$ cat src/rtl/multi_inc_counter_if.sv
// multi_inc_counter_if -- control/data bundle for multi_inc_counter.
//   clr  : synchronous clear of count and flags
//   ld   : synchronous load of din into count
//   din  : load value (N bits)
//   cnt  : per-channel count enables (CH bits), each set bit adds 1
//   pout : registered count value (N bits)
//   co   : registered one-cycle carry pulse
//   ovf  : registered sticky overflow flag
//   busy : registered, previous cycle applied a nonzero increment
// Modports: master drives the controls and observes the results; slave is the counter.
interface multi_inc_counter_if #(
  parameter int N  = 5,
  parameter int CH = 2
);
  logic          clr;
  logic          ld;
  logic [N-1:0]  din;
  logic [CH-1:0] cnt;
  logic [N-1:0]  pout;
  logic          co;
  logic          ovf;
  logic          busy;

  modport master (
    output clr, ld, din, cnt,
    input  pout, co, ovf, busy
  );

  modport slave (
    input  clr, ld, din, cnt,
    output pout, co, ovf, busy
  );
endinterface

$ cat src/rtl/multi_inc_counter.sv
// multi_inc_counter -- modulo-MOD counter advanced by the number of asserted
// count-enable channels per clock.
// Parameters: N (width), CH (channels, 1..MOD), MOD (modulus, 2..2**N).
// Ports:
//   clk : clock, all state updates on rising edge
//   rst : synchronous active-high reset
//   bus : multi_inc_counter_if.slave (clr, ld, din, cnt in; pout, co, ovf, busy out)
// Priority per edge: rst > clr > ld > count. All outputs are registered.
// Configuration macro MULTI_INC_COUNTER_SAT_EN: when defined, a crossing of
// the modulus saturates pout at MOD-1 instead of wrapping.
module multi_inc_counter #(
  parameter int N   = 5,
  parameter int CH  = 2,
  parameter int MOD = 2**N
) (
  input logic                 clk,
  input logic                 rst,
  multi_inc_counter_if.slave  bus
);

  localparam int IW = $clog2(CH + 1);
  localparam logic [N:0]   MODV = (N+1)'(MOD);
`ifdef MULTI_INC_COUNTER_SAT_EN
  localparam logic [N-1:0] MAXV = N'(MOD - 1);
`endif

  // Register initialisers give all-zero outputs before the first reset.
  logic [N-1:0] pout_q = '0;
  logic         co_q   = 1'b0;
  logic         ovf_q  = 1'b0;
  logic         busy_q = 1'b0;

  logic [IW-1:0] pc;
  logic [N:0]    inc;
  logic [N:0]    sum;
  logic [N:0]    din_x;

  always_comb begin
    pc = '0;
    for (int unsigned i = 0; i < CH; i++) begin
      pc = pc + IW'(bus.cnt[i]);
    end
    inc   = (N+1)'(pc);
    sum   = {1'b0, pout_q} + inc;
    din_x = {1'b0, bus.din};
  end

  always_ff @(posedge clk) begin
    if (rst || bus.clr) begin
      pout_q <= '0;
      co_q   <= 1'b0;
      ovf_q  <= 1'b0;
      busy_q <= 1'b0;
    end else if (bus.ld) begin
      // A single subtraction folds an out-of-range load value back by MOD.
      pout_q <= (din_x >= MODV) ? N'(din_x - MODV) : bus.din;
      co_q   <= 1'b0;
      busy_q <= 1'b0;
    end else begin
      busy_q <= (inc != '0);
      if (sum >= MODV) begin
`ifdef MULTI_INC_COUNTER_SAT_EN
        // Already pinned at the ceiling: hold without a fresh carry pulse.
        if (pout_q == MAXV) begin
          co_q <= 1'b0;
        end else begin
          pout_q <= MAXV;
          co_q   <= 1'b1;
          ovf_q  <= 1'b1;
        end
`else
        pout_q <= N'(sum - MODV);
        co_q   <= 1'b1;
        ovf_q  <= 1'b1;
`endif
      end else begin
        pout_q <= sum[N-1:0];
        co_q   <= 1'b0;
      end
    end
  end

  assign bus.pout = pout_q;
  assign bus.co   = co_q;
  assign bus.ovf  = ovf_q;
  assign bus.busy = busy_q;

endmodule

$ cat src/flat_wrapper.sv
// flat-port wrapper written by rule: the top's interface ports become plain ports
module multi_inc_counter_flat 
#(
  parameter int N   = 5,
  parameter int CH  = 2,
  parameter int MOD = 2**N
)
  (clk, rst, bus_clr, bus_ld, bus_din, bus_cnt, bus_pout, bus_co, bus_ovf, bus_busy);
  multi_inc_counter_if #(.N(N), .CH(CH)) bus_i ();
  input logic clk;
  input logic rst;
  input wire logic [$bits(bus_i.clr)-1:0] bus_clr;
  input wire logic [$bits(bus_i.ld)-1:0] bus_ld;
  input wire logic [$bits(bus_i.din)-1:0] bus_din;
  input wire logic [$bits(bus_i.cnt)-1:0] bus_cnt;
  output wire logic [$bits(bus_i.pout)-1:0] bus_pout;
  output wire logic [$bits(bus_i.co)-1:0] bus_co;
  output wire logic [$bits(bus_i.ovf)-1:0] bus_ovf;
  output wire logic [$bits(bus_i.busy)-1:0] bus_busy;
  assign bus_i.clr = bus_clr;
  assign bus_i.ld = bus_ld;
  assign bus_i.din = bus_din;
  assign bus_i.cnt = bus_cnt;
  assign bus_pout = bus_i.pout;
  assign bus_co = bus_i.co;
  assign bus_ovf = bus_i.ovf;
  assign bus_busy = bus_i.busy;
  multi_inc_counter #(.N(N), .CH(CH), .MOD(MOD)) u_core (.clk(clk), .rst(rst), .bus(bus_i));
endmodule
$ cat config.mk
export PLATFORM = sky130hd
export DESIGN_NAME = multi_inc_counter_flat
export DESIGN_NICKNAME = d
export VERILOG_FILES = /design/src/rtl/multi_inc_counter_if.sv /design/src/rtl/multi_inc_counter.sv /design/src/flat_wrapper.sv
export SDC_FILE = /design/constraint.sdc
export NUM_CORES = 1
export LEC_CHECK = 0
export CAP_MARGIN = 20
export CORE_AREA = 10 10 47 49
export CTS_BUF_LIST = sky130_fd_sc_hd__clkbuf_2
export DETAILED_ROUTE_END_ITERATION = 12
export DIE_AREA = 0 0 57 59
export MAX_ROUTING_LAYER = met4
export PLACE_DENSITY = 0.65
export RECOVER_POWER = 50
export SLEW_MARGIN = 20
export SYNTH_ARGS = -nofsm -noshare
export SYNTH_HDL_FRONTEND = slang
export SYNTH_SLANG_ARGS = --single-unit
$ cat constraint.sdc
create_clock -name clk -period 2.1 [get_ports clk]
set_input_delay 0.63 -clock clk [delete_from_list [all_inputs] [get_ports clk]]
set_output_delay 0.63 -clock clk [all_outputs]
set_load 0.1 [all_outputs]
==> images/layers.png <==
Drawn at 6 px/um. Two of the layers only.
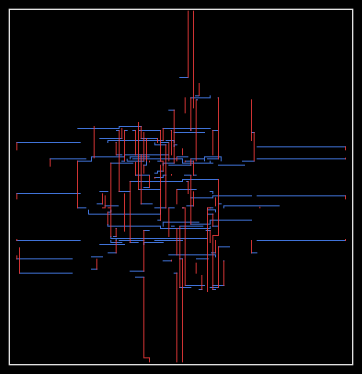
Key: red = M2 [wire length 407 um]; blue = M1 [wire length 437 um]
count of vias placed by the detailed router: 377
average detailed-routed wire length per instance: 11.6 um
final wirelength: 963 um
Total GRT Usage: 6.31%

==> images/util_map.png <==
Drawn at 6 px/um. 11 x 12 tiles, from black (low) to pale yellow (high), 0 to 100% covered.
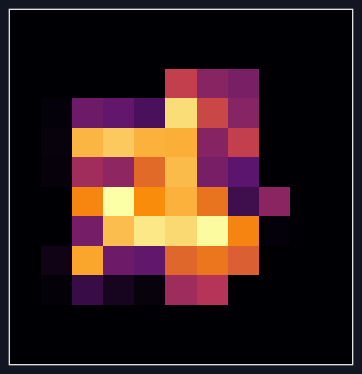
The mean over all tiles is 19%. The emptiest ninth of the die: bottom right. The fullest tile reaches 100%.
initial core utilization: 29.9%
core outline area: 0.00140 mm^2
share of the core filled with cells in the final layout: 46.6%

==> images/placed.png <==
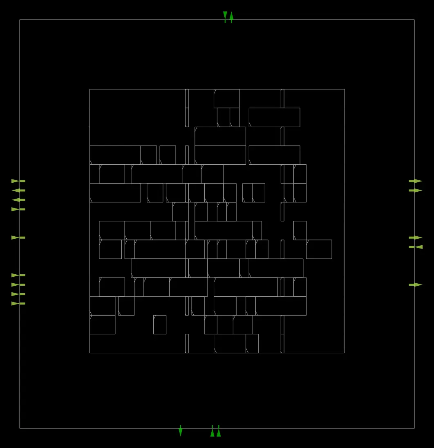
n_taps: 16
register share of the cell area: 24.9%
number of cells in the finished layout apart from fillers: 83
standard-cell rows: 14

==> images/m3.png <==
Drawn at 6 px/um.
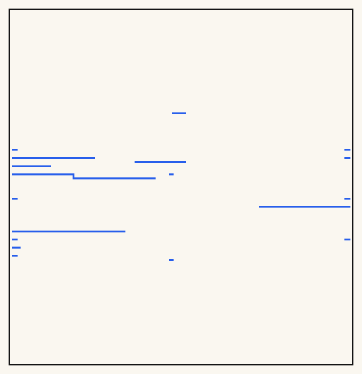
16 nets have wire on it. The layer carries 95.2 um of wire.

==> notes.md <==
Summary of implementation figures.

Worst setup path
The number of buffers and inverters on the critical path is 3. The startpoint kind of the worst setup timing path is an input port. Data on the critical path is required at its endpoint by 2.23 ns. Tracing the worst setup path back leads to its startpoint at bus_cnt[0]. The type of the setup path with the least slack is in -> reg. The worst register-to-register path depth is 6. The setup slack of the most critical reg-to-reg path is 0.65 ns.

The launching point of the worst reg2reg path is u_core.bus.pout[0]$_SDFF_PP0_. The end point of the critical path is u_core.bus.pout[4]$_SDFF_PP0_. At the worst endpoint, the arrival time is 2.16 ns. The biggest cell delay along the critical path is 0.33 ns.

Power
In this run the static leakage power is just under 0.3 nW. The worst voltage drop across the vdd grid is about 220 uV. The report lists the power per cell area as roughly 550 mW/mm^2.

Outcome
The flow ran to the end, and the final reports show no timing, DRC or antenna violations.

Layout
The combinational cell area excluding buffers and inverters is around 230 um^2. The number of flip-flops in the largest register is 5. The final layout report lists a filler cell count of ~150. The top cell type in the final layout, fill and taps aside, is sky130_fd_sc_hd__clkbuf_2. The total non-filler cell area in the finished layout is between 600 and 700 um^2. The number of nets in the final layout is around 85. For this run, the script counts the antenna cells in the layout as 0.

Placed design
At the placement stage, the worst setup path has a slack of -0.472 ns. The number of cells after detailed placement is around 80. The post-place instance area is between 700 and 800 um^2.

RePlAce ended its routability-driven mode at a weighted congestion of 0.722.

Hold path
In this run the most critical hold path is launched from u_core.bus.ovf$_SDFFE_PP0P_. The type of the most critical hold path is reg -> reg.

Synth
The mean instance size in the synthesized netlist is between 9 and 10 um^2. For this run, the chip area from Yosys synthesis comes to around 420 um^2. The area share of the leading cell type in the synthesized netlist is a little under two fifths. After technology mapping, the gate count stands at 45. Counting every net in the synthesized netlist gives 61. Counting distinct cell types in the post-synthesis netlist gives 20.

The yosys warning tally is 0. The cell area after synthesis is 419 um^2. Looking at area per cell type in the netlist, the leader is sky130_fd_sc_hd__dfxtp_1. The post-synthesis cell type with the largest instance count is sky130_fd_sc_hd__dfxtp_1. Sequential cells were found to cover a little under two fifths of the synthesized design area. Per the synth stats, the proportion of register bits with asynchronous set or reset is 0%. In the Yosys report the total cell count is around 45.

GRT
The first global-routing pass estimated 1.60 mm of wire. The initial antenna violation count is 0. The largest net degree at the start of global routing is 9.

STA
Checking max transition, the worst relative margin is approximately 64%. In this build the clock could be raised as far as ~0.49 GHz. Between clock sinks in the finished design, the worst skew comes to between 0.002 and 0.003 ns.

The final setup slack of the worst path is between 0.07 and 0.08 ns. The total negative setup slack is 0 ns. The final hold slack is 0.450 ns.

Looking at the max-slew report, the worst-margin pin has a slew of between 0.5 and 0.6 ns.

Detailed routing
The number of detailed-route iterations in the first pass is 4. The detailed router's first-iteration violation count is 4. The via density per instance is ~4.5.

Clocking
Clock tree synthesis inserted a total of 3 buffers. The number of buffers between clock root and the deepest sink is 2. Per the CTS log, the root buffer master is sky130_fd_sc_hd__clkbuf_2. The post-cts hold buffer count is 0. The number of gates resized after cts is 3.

The maximum level of the CTS H-tree is 1. TritonCTS built the clock tree.

Run
The OpenROAD warning count is 27. The max-capacitance violation count is 0.

Floorplanning
The chip area is roughly 0.0034 mm^2. The die is 57 um wide. The die boundary height is 59 um.
layer usage:
layer	vias up	share of wire [%]	global-route usage [%]
met2	20	42	9.61
met3	3	9.9	4.08
met1	163	45	5.83
met4	0	2.5	4.03
li1	191	-	-
met5	-	0	-
power by group:
part           switching, mW  total [mW]  internal (mW)
logic                 0.0604       0.102         0.0419
registers            0.00579       0.163          0.157
clock network         0.0517      0.0906         0.0389
total                  0.118       0.356          0.238
kinds of logic after synthesis:
group / share of synthesized area [%]
buf+inv: 10.7
xor+xnor: 4.18
fa+ha+maj: 16.7
flops: 38.2
simple gates: 16.4
mux: 4.78
compound gates: 8.96
cell type report:
type                            count  area share (%)
Multi-Input combinational cell     28            35.4
Timing Repair Buffer               21            30.3
Sequential cell                     8            24.9
Inverter                            7            4.02
Tap cell                           16            3.07
Clock buffer                        3            2.30
No activity file was given, so power comes from the tool's default toggle rates.
